**Cell placement**

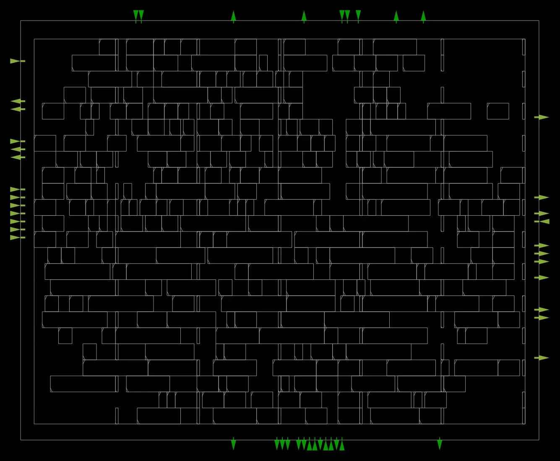
**M3 wires**

Scale bar: 20 µm.
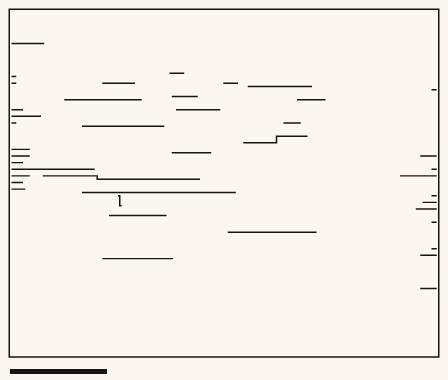
**Placement density heat map**

The die is cut into 9 by 7 equal tiles; white is low, dark blue is high, 0 to 100% covered.
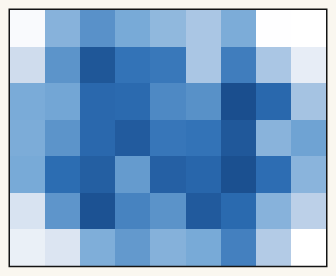
**Placed cells, one color a class**

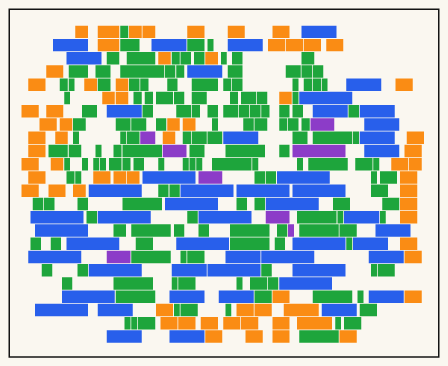
**Sequential cells colored by netlist name**

Scale bar: 20 µm. Other sequential cells in the stronger gray, the rest of the logic in the fainter gray.
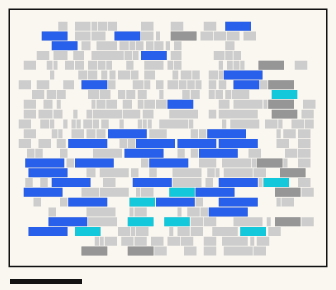
===== src/rtl/regfile_pkg.sv =====
// regfile_pkg: shared definitions for the regfile_sp register file.
//   - default width and depth constants
//   - all-ones stack pointer reset default (sliced to WIDTH by the user)
//   - clog2 helper for address width derivation
//   - sp_op_t: resolved stack pointer operation and its resolver
package regfile_pkg;

   localparam int DEF_WIDTH = 8;
   localparam int DEF_DEPTH = 4;

   // Wide all-ones pattern; users slice the low WIDTH bits.
   localparam logic [255:0] DEF_SP_RESET = '1;

   typedef enum logic [1:0] {
      SP_HOLD,
      SP_INC,
      SP_DEC,
      SP_LOAD
   } sp_op_t;

   function automatic int clog2(input int value);
      int r;
      r = 0;
      while ((1 << r) < value) r++;
      return r;
   endfunction

   // A direct write to the SP entry beats push/pop. Simultaneous push and
   // pop cancel out.
   function automatic sp_op_t resolve_sp_op(input logic inc, input logic dec,
                                            input logic load);
      if (load)
         return SP_LOAD;
      if (inc && !dec)
         return SP_INC;
      if (dec && !inc)
         return SP_DEC;
      return SP_HOLD;
   endfunction

endpackage


===== src/rtl/regfile_sp_ctrl.sv =====
// regfile_sp_ctrl: stack pointer control for regfile_sp.
// Resolves push/pop/load into one operation, computes the next SP value
// (modulo 2^WIDTH) and generates the registered wrap flags.
// Ports:
//   clk        clock, rising edge
//   rst_n      synchronous reset, active low (clears the flags)
//   inc        pop request (SP + 1)
//   dec        push request (SP - 1)
//   load       write port targets the SP entry this cycle
//   load_data  value written when load is set
//   sp         current SP register contents
//   sp_next    value the SP register takes at the next edge
//   ovf        one-cycle pulse after an increment wrapped all-ones -> 0
//   unf        one-cycle pulse after a decrement wrapped 0 -> all-ones
module regfile_sp_ctrl
   import regfile_pkg::*;
#(
   parameter int WIDTH = DEF_WIDTH
) (
   input  logic             clk,
   input  logic             rst_n,
   input  logic             inc,
   input  logic             dec,
   input  logic             load,
   input  logic [WIDTH-1:0] load_data,
   input  logic [WIDTH-1:0] sp,
   output logic [WIDTH-1:0] sp_next,
   output logic             ovf,
   output logic             unf
);

   sp_op_t op;
   logic   ovf_p1;
   logic   unf_p1;

   always_comb begin
      op      = resolve_sp_op(inc, dec, load);
      sp_next = sp;
      case (op)
         SP_INC:  sp_next = sp + 1'b1;
         SP_DEC:  sp_next = sp - 1'b1;
         SP_LOAD: sp_next = load_data;
         default: sp_next = sp;
      endcase
   end

   // ---- stage p1: wrap flags, valid for exactly the cycle after the update
   always_ff @(posedge clk) begin
      if (!rst_n) begin
         ovf_p1 <= 1'b0;
         unf_p1 <= 1'b0;
      end else begin
         ovf_p1 <= (op == SP_INC) && (sp == '1);
         unf_p1 <= (op == SP_DEC) && (sp == '0);
      end
   end

   assign ovf = ovf_p1;
   assign unf = unf_p1;

endmodule


===== src/rtl/regfile_sp.sv =====
// regfile_sp: parametrised register file with one write port, two
// registered read ports (1-cycle latency) and a stack pointer entry at
// SP_IDX with hardware push/pop.
// Optional feature: define REGFILE_WRITE_BYPASS_EN to forward WrData to a
// read port whose address matches the in-range write address in the same
// cycle. Without it, reads return the pre-edge contents.
// Ports:
//   CLK         clock, rising edge
//   RST         synchronous reset, active low
//   WrEn        write enable
//   W_Add       write address
//   WrData      write data
//   RdEn        read request for both read ports
//   R_Add_A     read address, port A
//   R_Add_B     read address, port B
//   SpInc       stack pointer +1 (pop)
//   SpDec       stack pointer -1 (push)
//   REGA        registered read data, port A
//   REGB        registered read data, port B
//   RdData_VLD  REGA/REGB updated this cycle
//   Sp          live stack pointer (SP_IDX entry)
//   SpOvf       one-cycle pulse after an all-ones -> 0 increment
//   SpUnf       one-cycle pulse after a 0 -> all-ones decrement
module regfile_sp
   import regfile_pkg::*;
#(
   parameter int               WIDTH    = DEF_WIDTH,
   parameter int               DEPTH    = DEF_DEPTH,
   parameter int               ADDR     = clog2(DEPTH),
   parameter int               SP_IDX   = DEPTH - 1,
   parameter logic [WIDTH-1:0] SP_RESET = DEF_SP_RESET[WIDTH-1:0]
) (
   input  logic             CLK,
   input  logic             RST,
   input  logic             WrEn,
   input  logic [ADDR-1:0]  W_Add,
   input  logic [WIDTH-1:0] WrData,
   input  logic             RdEn,
   input  logic [ADDR-1:0]  R_Add_A,
   input  logic [ADDR-1:0]  R_Add_B,
   input  logic             SpInc,
   input  logic             SpDec,
   output logic [WIDTH-1:0] REGA,
   output logic [WIDTH-1:0] REGB,
   output logic             RdData_VLD,
   output logic [WIDTH-1:0] Sp,
   output logic             SpOvf,
   output logic             SpUnf
);

   // One extra bit so DEPTH = 2^ADDR is representable in the range compare.
   localparam logic [ADDR:0]   DEPTH_L = DEPTH[ADDR:0];
   localparam logic [ADDR-1:0] SP_ADDR = ADDR'(SP_IDX);

   logic [WIDTH-1:0] mem [DEPTH];

   logic             w_ok;
   logic             a_ok;
   logic             b_ok;
   logic             sp_load;
   logic [WIDTH-1:0] sp_next;
   logic [WIDTH-1:0] rd_a;
   logic [WIDTH-1:0] rd_b;

   logic [WIDTH-1:0] rega_p1;
   logic [WIDTH-1:0] regb_p1;
   logic             vld_p1;

   assign w_ok    = {1'b0, W_Add}   < DEPTH_L;
   assign a_ok    = {1'b0, R_Add_A} < DEPTH_L;
   assign b_ok    = {1'b0, R_Add_B} < DEPTH_L;
   assign sp_load = WrEn && (W_Add == SP_ADDR);
   assign Sp      = mem[SP_IDX];

   regfile_sp_ctrl #(
      .WIDTH (WIDTH)
   ) u_ctrl (
      .clk       (CLK),
      .rst_n     (RST),
      .inc       (SpInc),
      .dec       (SpDec),
      .load      (sp_load),
      .load_data (WrData),
      .sp        (mem[SP_IDX]),
      .sp_next   (sp_next),
      .ovf       (SpOvf),
      .unf       (SpUnf)
   );

   always_comb begin
      rd_a = a_ok ? mem[R_Add_A] : '0;
      rd_b = b_ok ? mem[R_Add_B] : '0;
`ifdef REGFILE_WRITE_BYPASS_EN
      if (WrEn && w_ok && (R_Add_A == W_Add))
         rd_a = WrData;
      if (WrEn && w_ok && (R_Add_B == W_Add))
         rd_b = WrData;
`endif
   end

   // ---- storage: SP entry follows the controller, others take the write port
   always_ff @(posedge CLK) begin
      if (!RST) begin
         for (int i = 0; i < DEPTH; i++)
            mem[i] <= (i == SP_IDX) ? SP_RESET : '0;
      end else begin
         for (int i = 0; i < DEPTH; i++) begin
            if (i == SP_IDX)
               mem[i] <= sp_next;
            else if (WrEn && w_ok && (W_Add == ADDR'(i)))
               mem[i] <= WrData;
         end
      end
   end

   // ---- stage p1: registered read ports
   always_ff @(posedge CLK) begin
      if (!RST) begin
         rega_p1 <= '0;
         regb_p1 <= '0;
         vld_p1  <= 1'b0;
      end else begin
         vld_p1 <= RdEn;
         if (RdEn) begin
            rega_p1 <= rd_a;
            regb_p1 <= rd_b;
         end
      end
   end

   assign REGA       = rega_p1;
   assign REGB       = regb_p1;
   assign RdData_VLD = vld_p1;

endmodule


===== config.mk =====
export PLATFORM = sky130hd
export DESIGN_NAME = regfile_sp
export DESIGN_NICKNAME = d
export VERILOG_FILES = /design/src/rtl/regfile_pkg.sv /design/src/rtl/regfile_sp_ctrl.sv /design/src/rtl/regfile_sp.sv
export SDC_FILE = /design/constraint.sdc
export NUM_CORES = 1
export LEC_CHECK = 0
export CORE_ASPECT_RATIO = 0.8
export CORE_MARGIN = 2
export CORE_UTILIZATION = 47
export DETAILED_ROUTE_END_ITERATION = 8
export PLACE_DENSITY = 0.71
export SLEW_MARGIN = 20
export SYNTH_ARGS = -nofsm -noshare
export SYNTH_HDL_FRONTEND = slang
export SYNTH_SLANG_ARGS = --single-unit

===== constraint.sdc =====
create_clock -name CLK -period 2.2 [get_ports CLK]
set_input_delay 0.44 -clock CLK [delete_from_list [all_inputs] [get_ports CLK]]
set_output_delay 0.44 -clock CLK [all_outputs]
set_load 0.01 [all_outputs]

==> results.yml <==
# implementation run metrics
run_status:
  status: "finished clean"
pwr:
  switching_share: 0.275
  pwr_density_cell_nw_per_um2: 696
  p_clk_uw: 670
  power_uw: 2410
  ir_worst_vdd_mv: 0.436
  internal_power_uw: 1750
synth:
  syn-num-nets: 254
  syn-cell-area_um2: 2650
  synthArstFlopShare: 0
  ys_cells: 233
  synth-edff-count: 24
  synthAoiAreaFrac: 0.0591
finish:
  diodes: 0
  nets: 312
  clock_tree_area_fraction: 0.0321
  largest_class: "logic gates"
  drive_gt1_frac: 0.182
  n_clock_buffer: 5
  mostFrequentLayoutCell: "clkdlybuf4s50_1"
sta:
  timing.final.crit_share: 0.937
  finalSetupViolations: 0
  fin_crit_ns: 2.06
  hold_violations: 0
  rsz0062_at_grt: "no"
  maxSlewHeadroom: 0.475
  tightest_slew_ns: 0.782
  setup_tns_ns: 0
cts:
  cts_hold_buf: 0
  root_buffer: "clkbuf_8"
  cts_tree: "done"
worst_setup_path:
  worst_ep_required_time_ns: 2.43
  critPathKind: "primary input to flop"
  worstPathArrival_ns: 2.30
  slowest_stage: "clkdlybuf4s50_1"
  slowest_delay_ns: 0.41
  crit_buf_inv: 2
  path_max_fanout: 6
  crit_chain: "clkdlybuf4s50_1 -> and3_4 -> o21ai_1 -> o21ai_4 -> ha_4 -> buf_4 -> nor4b_2 -> a311oi_1 -> nor3_1"
floorplanning:
  dieArea_um2: 6250
  dieWidth_um: 87.9
detailed_routing:
  drc: 0
place:
  hpwl_um: 4530
grt:
  grt_use_total: 0.221
  antenna_found_initial: 0
hold_path:
  hold_class: "flop to flop"
About 'cell placement':
non-filler instance count after layout: 370
flip-flops: 51
Well Taps: 78
Fill cells: 443

About 'M3 wires':
share of all routed wire: 4.6%
main direction: horizontal
longest straight run: 31.3 µm
met3 usage: 0.0513
DRT Wirelength: 6250 µm
Vias: 2060

About 'placement density heat map':
nearly empty tiles: 4.8%
densest ninth of the die: center
fullest tile: 88%
emptiest ninth of the die: upper right
tiles over 75% full: 27%
mean over tiles: 54%
fin util: 0.638
CORE AREA: 5440 µm²

About 'placed cells, one color a class':
[purple] clock drivers and dummy loads | cells: 8
[green] remaining logic cells | cells: 165
[orange] remaining buffers and delay cells | cells: 68
[blue] registers | cells: 51
Row Count: 24
Seq/total area: 0.364
final instance area: 3470 µm²

About 'sequential cells colored by netlist name':
[blue] mem | flops: 32
[cyan] REGB | flops: 8
not colored: 11
register area: 1260 µm²
P_seq: 1170 µW

-- worst paths after layout --
| path | slack (ns) | endpoint | cells after the start | startpoint |
|---|---|---|---|---|
| setup / recovery | 0.14 | mem[3][6] | 9 | WrEn |
| hold / removal | 0.50 | REGA[3] | 2 | REGA[3] |
| setup reg to reg | 0.32 | mem[3][4] | 7 | mem[3][1] |
| hold reg to reg | 0.50 | REGA[3] | 2 | REGA[3] |
-- layer usage --
metal	vias to the layer above	global-route usage	routed length [µm]
li1	990	-	-
met4	0	0.0581	27
met5	-	0	0
met1	1004	0.325	2940
met3	2	0.0513	289
met2	64	0.332	3000
-- worst register-to-register path: stages (launching register included) --
cell and delay, ns:
dfxtp_1 0.33, or3b_4 0.39, o21ai_4 0.17, ha_4 0.17
nand3_1 0.07, or2_1 0.25, and3b_1 0.18, o311ai_1 0.24
Power and IR drop assume default switching activity.
